## src/rtl/poly_voice_synth.sv

```systemverilog
// poly_voice_synth: polyphonic square-wave tone generator.
// Key press/release events are allocated to VOICES oscillators (lowest free
// voice first, round-robin stealing when all are busy). The active voices are
// summed, saturated to 16-bit signed and registered onto au_left/au_right.
//
// Ports:
//   clk         system clock, rising edge
//   rst         asynchronous active-high reset
//   ev_valid    one-cycle event strobe
//   ev_on       1 = press, 0 = release
//   ev_code     key identifier
//   ev_div      half-period in clk cycles (press only, 0 = rejected)
//   au_left     signed mixed sample
//   au_right    copy of au_left
//   active_mask bit i set while voice i is allocated
//   stolen      one-cycle pulse when a press evicted a voice
module poly_voice_synth #(
  parameter int                 VOICES = 4,
  parameter int                 KEY_W  = 4,
  parameter int                 DIV_W  = 20,
  parameter logic signed [15:0] AMP    = 16'sd4096
) (
  input  logic                    clk,
  input  logic                    rst,
  input  logic                    ev_valid,
  input  logic                    ev_on,
  input  logic [KEY_W-1:0]        ev_code,
  input  logic [DIV_W-1:0]        ev_div,
  output logic signed [15:0]      au_left,
  output logic signed [15:0]      au_right,
  output logic [VOICES-1:0]       active_mask,
  output logic                    stolen
);

  localparam int PTR_W = (VOICES > 1) ? $clog2(VOICES) : 1;
  localparam int ACC_W = 16 + $clog2(VOICES) + 1;
  localparam logic signed [ACC_W-1:0] AMP_EXT = ACC_W'(AMP);
  localparam logic signed [ACC_W-1:0] SAT_MAX = ACC_W'(32767);
  localparam logic signed [ACC_W-1:0] SAT_MIN = ACC_W'(-32768);

  logic [VOICES-1:0] voice_valid;
  logic [KEY_W-1:0]  voice_code [VOICES];
  logic [DIV_W-1:0]  voice_div  [VOICES];
  logic [DIV_W-1:0]  voice_cnt  [VOICES];
  logic [VOICES-1:0] voice_phase;
  logic [PTR_W-1:0]  steal_ptr;

  logic [VOICES-1:0] hit;
  logic              hit_any;
  logic [PTR_W-1:0]  hit_idx;
  logic              free_any;
  logic [PTR_W-1:0]  free_idx;
  logic [PTR_W-1:0]  load_idx;
  logic              press_ev;
  logic              rel_ev;
  logic              do_steal;

  logic signed [ACC_W-1:0] mix_sum_p0;
  logic signed [15:0]      au_p1;

  function automatic logic signed [15:0] sat16(input logic signed [ACC_W-1:0] x);
    if (x > SAT_MAX)      sat16 = 16'sh7fff;
    else if (x < SAT_MIN) sat16 = 16'sh8000;
    else                  sat16 = x[15:0];
  endfunction

  // Event decode: code match and lowest-index free voice
  always_comb begin
    hit      = '0;
    hit_any  = 1'b0;
    hit_idx  = '0;
    free_any = 1'b0;
    free_idx = '0;
    for (int i = 0; i < VOICES; i++) begin
      if (voice_valid[i] && voice_code[i] == ev_code) begin
        hit[i]  = 1'b1;
        hit_any = 1'b1;
        hit_idx = PTR_W'(i);
      end
    end
    // Scanning downward leaves the lowest free index as the winner.
    for (int i = VOICES - 1; i >= 0; i--) begin
      if (!voice_valid[i]) begin
        free_any = 1'b1;
        free_idx = PTR_W'(i);
      end
    end
  end

  assign press_ev = ev_valid && ev_on && (ev_div != '0);
  assign rel_ev   = ev_valid && !ev_on;
  assign do_steal = press_ev && !hit_any && !free_any;
  assign load_idx = hit_any ? hit_idx : (free_any ? free_idx : steal_ptr);

  // Voice state and oscillators; an event load/clear overrides the oscillator step
  always_ff @(posedge clk or posedge rst) begin
    if (rst) begin
      for (int i = 0; i < VOICES; i++) begin
        voice_valid[i] <= 1'b0;
        voice_code[i]  <= '0;
        voice_div[i]   <= '0;
        voice_cnt[i]   <= '0;
        voice_phase[i] <= 1'b0;
      end
      steal_ptr <= '0;
      stolen    <= 1'b0;
    end else begin
      stolen <= do_steal;
      if (do_steal)
        steal_ptr <= (steal_ptr == PTR_W'(VOICES - 1)) ? '0 : steal_ptr + PTR_W'(1);
      for (int i = 0; i < VOICES; i++) begin
        if (press_ev && load_idx == PTR_W'(i)) begin
          voice_valid[i] <= 1'b1;
          voice_code[i]  <= ev_code;
          voice_div[i]   <= ev_div;
          voice_cnt[i]   <= '0;
          voice_phase[i] <= 1'b1;
        end else if (rel_ev && hit[i]) begin
          voice_valid[i] <= 1'b0;
          voice_cnt[i]   <= '0;
          voice_phase[i] <= 1'b0;
        end else if (voice_valid[i]) begin
          if (voice_cnt[i] == voice_div[i] - DIV_W'(1)) begin
            voice_cnt[i]   <= '0;
            voice_phase[i] <= ~voice_phase[i];
          end else begin
            voice_cnt[i] <= voice_cnt[i] + DIV_W'(1);
          end
        end else begin
          voice_cnt[i]   <= '0;
          voice_phase[i] <= 1'b0;
        end
      end
    end
  end

  // Stage p0: combinational mix of the current voice set
  always_comb begin
    mix_sum_p0 = '0;
    for (int i = 0; i < VOICES; i++) begin
      if (voice_valid[i])
        mix_sum_p0 = voice_phase[i] ? (mix_sum_p0 + AMP_EXT) : (mix_sum_p0 - AMP_EXT);
    end
  end

  // Stage p1: saturated, registered output sample
  always_ff @(posedge clk or posedge rst) begin
    if (rst) au_p1 <= '0;
    else     au_p1 <= sat16(mix_sum_p0);
  end

  assign au_left     = au_p1;
  assign au_right    = au_p1;
  assign active_mask = voice_valid;

endmodule
```

## config.mk

```make
export PLATFORM = sky130hd
export DESIGN_NAME = poly_voice_synth
export DESIGN_NICKNAME = d
export VERILOG_FILES = /design/src/rtl/poly_voice_synth.sv
export SDC_FILE = /design/constraint.sdc
export NUM_CORES = 1
export LEC_CHECK = 0
export CAP_MARGIN = 0
export CORE_MARGIN = 2
export CORE_UTILIZATION = 40
export CTS_CLUSTER_DIAMETER = 30
export DETAILED_ROUTE_END_ITERATION = 8
export GPL_TIMING_DRIVEN = 0
export PLACE_DENSITY_LB_ADDON = 0.08
export SLEW_MARGIN = 15
export SYNTH_ARGS = -nofsm -noshare
export SYNTH_HDL_FRONTEND = slang
export SYNTH_SLANG_ARGS = --single-unit
```

## constraint.sdc

```tcl
create_clock -name clk -period 6.7 [get_ports clk]
set_input_delay 1.005 -clock clk [delete_from_list [all_inputs] [get_ports clk]]
set_output_delay 1.005 -clock clk [all_outputs]
set_load 0.1 [all_outputs]
```

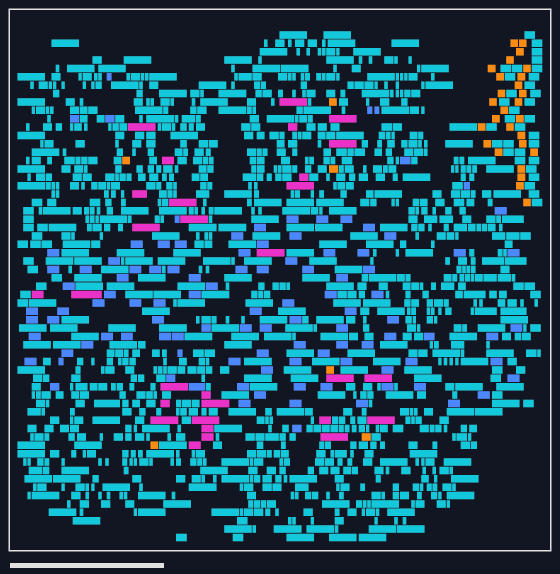
**Above:** run 1 (cell sizes after repair).
Bar = 50 µm.
_3 and _4 cells: shown in orange, cells 33. _0 and _1 cells: shown in cyan, cells 1140. _2 cells: shown in blue, cells 106. _6 and larger: shown in magenta, cells 29.

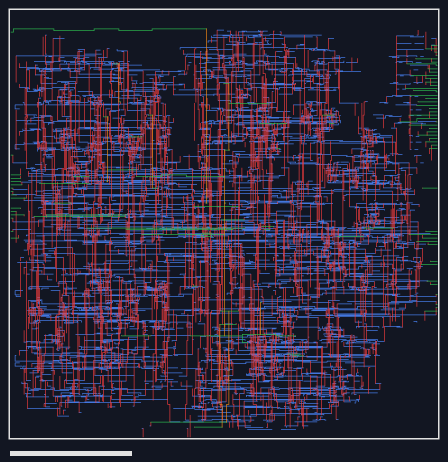
**Above:** run 1 (wiring by layer).
Bar = 50 µm.
metal 2: shown in red, wire length 12700 µm. metal 1: shown in blue, wire length 14100 µm. metal 4: shown in orange, wire length 349 µm. metal 3: shown in green, wire length 922 µm.

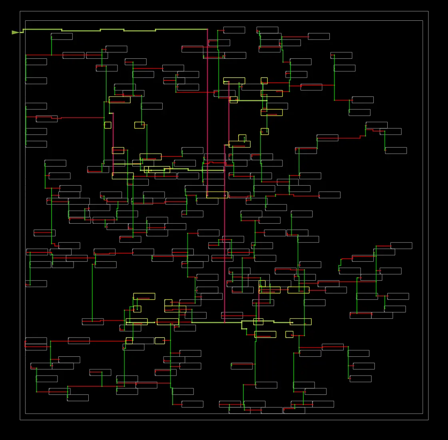
**Above:** run 1 (clock routing).
Flops: 192
clock buffer count: 18
clock buffer count from CTS: 17
clk pwr: 0.998 mW
CTS Sinks: 192

-- run 1: kinds of logic after synthesis --
kind of cell,after synthesis,share of synthesized area
buffers and inverters,121,0.04910
xor gates and xnor gates,195,0.1479
DFF,192,0.4090
muxes,97,0.09224
and+or+nand+nor,446,0.1936
AOI/OAI and AO/OA,142,0.08148
adders and majority gates,22,0.02663
-- run 1: flip-flops by register name (all words and copies together), names as in the netlist --
signal,count
voice_code,16
active_mask,4
voice_cnt,80
stolen,1
voice_phase,4
steal_ptr,2
voice_div,80
au_left,5
-- run 1: worst max path at each step --
stage,endpoint,slack (ns),cells past startpoint
after global routing,au_left[12],1.41,17
after detailed placement,au_left[12],1.88,17
after CTS,au_left[12],1.87,18
final,au_left[12],1.82,17
after global placement,voice_cnt[56],-2.41,2
after floorplan,active_mask[0],0.47,1
==> results.ini, run 1 <==
[final_layout]
antenna_cells=0
area.sequential_mm2=0.004805
drive_gt1_frac=0.1284
seq_share=0.3579
nonClockInverterCount=44
nets=1345
fillCellCount=2822

[die]
core_mm2=0.02878
row_count=62
taps=384
die_y_um=175.4
fp_util=0.4082

[hold_path]
hold_depth=1

[pwr]
p_leak_nw=5.524
p_int_mw=3.927
p_seq_mw=2.05
pwr-share-clk=0.132
p_per_area_mw_per_mm2=562.2

[timing]
hold_viol_final=0
timing.fmax_mhz=204.8
finalSetupViolations=0
worst_pin_slew_ns=0.9781
setup_tns_ns=0

[drt]
antenna_left=0
totalWireLength_um=28080
vias_per_cell=5.243
highest_layer=met4
num_vias=8872
drc=0

[worst_setup_path]
startpoint_type=register
critPathRequiredTime_ns=7.05
cp-end-kind=register
worst_path_max_delay_cell=dfrtp_1
cp_max_fo=8
ff2ff_setup_slack_ns=1.82
critPathBufInv=0

[placement]
place_inst=1660
gp_congestion=0.8302
placed_cell_area_mm2=0.01286

[logic_synthesis]
ys_ff=192
synthFlopType=dfrtp_1
topCellsByArea=dfrtp_1 (41%), mux2_2 (8.6%), xnor2_1 (7.9%)
ys_seq_frac=0.4090
ys_warn_count=0
yosys.area.top_type_share=0.4090
synth_cells=1215
ys_chip_area_mm2=0.01175
synth-edff-count=0
synth.distinct_cells=71

[global_route]
overflow=0
grt_max_degree=100
grt_use_met1=0.2647
grt_usage=0.1865
antenna_found_initial=0
grt_pass1_vias=8377

[clock_network]
clockBufferDepth=2
h-tree-depth=4
insertion_delay_ns=0.44
cts_tree=yes
ctsHoldBuffers=0

[status]
outcome=finished, final reports clean

[job]
tool_warnings=26
drv_cap=0

==> run 2: changes to the inputs <==
==> constraint.sdc (replaced) <==
create_clock -name clk -period 4.2 [get_ports clk]
set_input_delay 0.63 -clock clk [delete_from_list [all_inputs] [get_ports clk]]
set_output_delay 0.63 -clock clk [all_outputs]
set_load 0.1 [all_outputs]
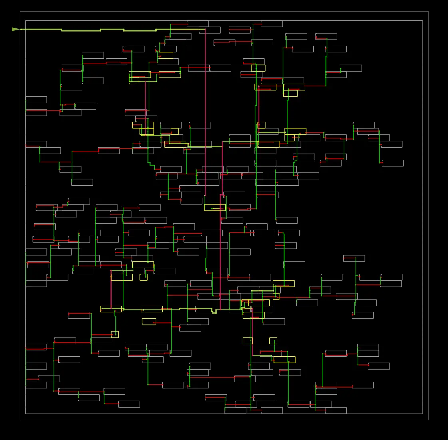
**Above:** run 2 (clock routing).
clk pwr: 1.64 mW
clock skew: 0.009593 ns
clk ins delay skew pair: 0.45 ns
clock buffer count: 17

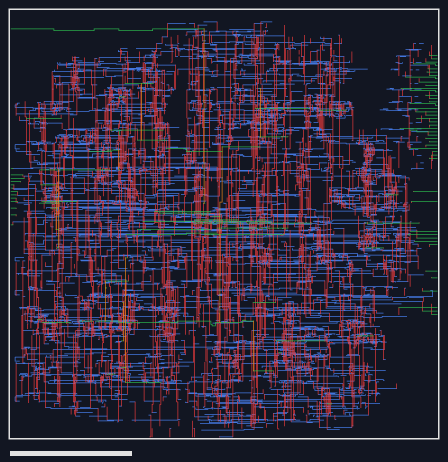
**Above:** run 2 (wiring by layer).
Bar = 50 µm.
metal 3: shown in green, wire length 1140 µm. metal 1: shown in blue, wire length 13700 µm. metal 4: shown in orange, wire length 349 µm. metal 2: shown in red, wire length 13300 µm.

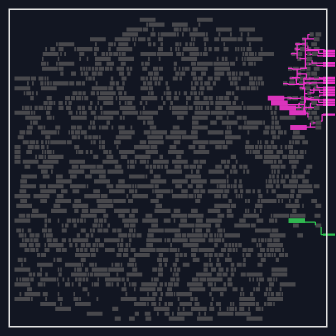
**Above:** run 2 (I/O nets highlighted).
`stolen`: shown in green, bits 1, direction output, edge east, end cells 1, buffers 1, wire 14.2 µm. `au_right`: shown in magenta, bits 16, direction output, edge east, end cells 5, buffers 32, wire 328 µm.

==> run 2 against run 1 <==
Effect of this change:
- sequential power grew 59%
- setup slack lost 1.7 ns
- register-to-register slack lost 1.7 ns
- core utilization grew 0.92 points
- critical path depth is the same
- total power grew 68%
- clock skew shrank 0.0037 ns
- fmax grew 20%
- sequential share of layout area shrank 0.68 points
- wire length grew 1.6%
- synthesized cell count is the same
- critical endpoint unchanged
- largest cell class unchanged
==> results.ini, run 2 <==
[timing]
post-route-min-period_ns=4.073  ; was 4.884 ns
worst_pin_slew_ns=0.9791  ; was 0.9781 ns
maxSlewHeadroom=0.3452  ; was 0.3459
setup_tns_ns=0  ; unchanged
timing.hold.ws_ns=0.5243  ; was 0.5269 ns
timing.final.crit_share=0.9697  ; was 0.7289
hold_viol_final=0  ; unchanged
slew_violations=0  ; unchanged
timing.fmax_mhz=245.5  ; was 204.8 MHz
finalSetupViolations=0  ; unchanged
rsz0062_at_grt=yes  ; was no

[placement]
gp_congestion=0.8194  ; was 0.8302
io_buffers=60  ; unchanged
placed_cell_area_mm2=0.01301  ; was 0.01286 mm²
place_inst=1665  ; was 1660
place_ws_ns=-0.2469  ; was 1.884 ns

[worst_setup_path]
ff2ff_setup_slack_ns=0.13  ; was 1.82 ns
r2r-end=au_left[12]  ; unchanged
path_depth=17  ; unchanged
cp_common_cell=a21o_1
cp-end-kind=register  ; unchanged
critPathCapture=au_left[12]  ; unchanged
r2r_start=active_mask[0]  ; unchanged
cp_top_family=AND-OR/OR-AND gates  ; unchanged
worstPathCellList=buf_4 > fa_2 > fa_1 > a21o_1 > ha_2 > a211o_1 > a21o_1 > a21oi_4 > ha_4 > nand3_1 > a21boi_2 > nor4_2 > a211oi_2 > xnor2_2 > o21a_1 > nor3_1 > a311oi_1  ; was nor2b_1 > fa_1 > fa_1 > a21o_1 > ha_1 > a211o_1 > a21o_1 > a21oi_1 > ha_1 > a21oi_1 > a21boi_0 > nor4_1 > a211oi_1 > xnor2_1 > o21a_1 > nor3_1 > a311oi_1
cp_max_fo=5  ; was 8
max_stage_delay_ns=0.48  ; was 0.55 ns
arrival_ns=4.42  ; was 5.23 ns
worst_path_max_delay_cell=fa_1  ; was dfrtp_1
startpoint_type=register  ; unchanged
critPathRequiredTime_ns=4.54  ; was 7.05 ns
crit_start=active_mask[0]  ; unchanged
critPathBufInv=1  ; was 0
crit_type=register to register  ; unchanged

[drt]
vias_per_cell=5.274  ; was 5.243
num_vias=8971  ; was 8872
first_iter_violations=568  ; was 479
totalWireLength_um=28520  ; was 28080 µm
wl_met1_um=13690  ; was 14080 µm
drc=0  ; unchanged
antenna_left=0  ; unchanged
highest_layer=met4  ; unchanged
routedWlPerCell_um=16.77  ; was 16.60 µm

[global_route]
grt.busiest_layer=met2  ; unchanged
grt_pass1_wl_um=46510  ; was 45490 µm
use_met3=0.03268  ; was 0.02944
grt_use_met1=0.2665  ; was 0.2647
grt_max_degree=34  ; was 100
grt_usage=0.1905  ; was 0.1865
grt_use_met2=0.3063  ; was 0.2979
antenna_found_initial=0  ; unchanged
grt_pass1_vias=8640  ; was 8377
overflow=0  ; unchanged

[pwr]
pwr-share-clk=0.129  ; was 0.132
pg_comb_mw=7.78  ; was 4.50 mW
power.switching_mw=6.058  ; was 3.620 mW
p_leak_nw=5.625  ; was 5.524 nW
p_seq_mw=3.26  ; was 2.05 mW
p_int_mw=6.624  ; was 3.927 mW
swShare=0.4777  ; was 0.4796
comb_power_share=0.613  ; was 0.596
p_per_area_mw_per_mm2=926.5  ; was 562.2 mW/mm²
seqPwrFrac=0.257  ; was 0.272

[status]
outcome=finished, final reports clean  ; unchanged

[die]
die_x_um=175.4  ; unchanged
io_pins=65  ; unchanged
core_mm2=0.02878  ; unchanged
die_y_um=175.4  ; unchanged
fp_util=0.4082  ; unchanged
row_count=62  ; unchanged

[logic_synthesis]
ys_warn_count=0  ; unchanged
topCellsByArea=dfrtp_1 (41%), mux2_2 (8.6%), xnor2_1 (7.9%)  ; unchanged
ys_chip_area_mm2=0.01175  ; unchanged
ys_seq_frac=0.4090  ; unchanged
async_reset_ff_frac=1.000  ; unchanged
top_area_cell=dfrtp_1  ; unchanged
synth_cells=1215  ; unchanged
synthFlopType=dfrtp_1  ; unchanged
syn_nets=1265  ; unchanged
ys_ff=192  ; unchanged
yosys_cells=1215  ; unchanged
syn_area_mm2=0.01175  ; unchanged
synth-edff-count=0  ; unchanged
syn_area_per_cell_um2=9.669  ; unchanged
synth.distinct_cells=71  ; unchanged
yosys.area.top_type_share=0.4090  ; unchanged
top_cells_by_count=dfrtp_1 (192), nor2_1 (131), xnor2_1 (106), mux2_2 (90), xor2_1 (87)  ; unchanged

[clock_network]
cts_buffers=17  ; unchanged
clockRootBuffer=clkbuf_16  ; unchanged
h-tree-depth=4  ; unchanged
post_cts_buffers=1  ; was 0
clockBufferDepth=2  ; unchanged
ctsHoldBuffers=0  ; unchanged
clock_sinks=192  ; unchanged
cts_tree=yes  ; unchanged

[final_layout]
final_area_mm2=0.01369  ; was 0.01342 mm²
drive_gt1_frac=0.1488  ; was 0.1284
utilization=0.4756  ; was 0.4664
syn2layout_area_growth_pct=16.52  ; was 14.27%
stdcell_count=1701  ; was 1692
lay_top_cells=dfrtp_1 (191), nor2_1 (131), xnor2_1 (105)  ; was dfrtp_1 (192), nor2_1 (131), xnor2_1 (106)
antenna_cells=0  ; unchanged
fillCellCount=2729  ; was 2822
nets=1354  ; was 1345
top_regs=voice_cnt: 80 flops, voice_div: 80 flops, voice_code: 16 flops  ; unchanged

[hold_path]
min_from=steal_ptr[1]  ; was voice_cnt[0]
holdPathEnd=steal_ptr[1]  ; was voice_cnt[0]
hold_depth=2  ; was 1

[job]
drv_cap=0  ; unchanged
tool_warnings=28  ; was 26

[run 2: cell type report]
class                           count  area (µm²)  area share
Clock buffer                       17       425.4     0.03108
Clock inverter                     15       173.9     0.01271
Timing Repair Buffer               70       750.7     0.05484
Sequential cell                   192        4806      0.3511
Inverter                           44       168.9     0.01234
Buffer                             77       411.6     0.03007
Tap cell                          384       480.5     0.03510
Multi-Input combinational cell    902        6471      0.4728
[run 2: logic make-up after synthesis]
family	after synthesis	synth area share
muxes	97	0.09224
AOI/OAI and AO/OA	142	0.08148
DFF	192	0.4090
and+or+nand+nor	446	0.1936
xor gates and xnor gates	195	0.1479
buffers and inverters	121	0.04910
adders and majority gates	22	0.02663
No activity file was given, so power comes from the tool's default toggle rates.
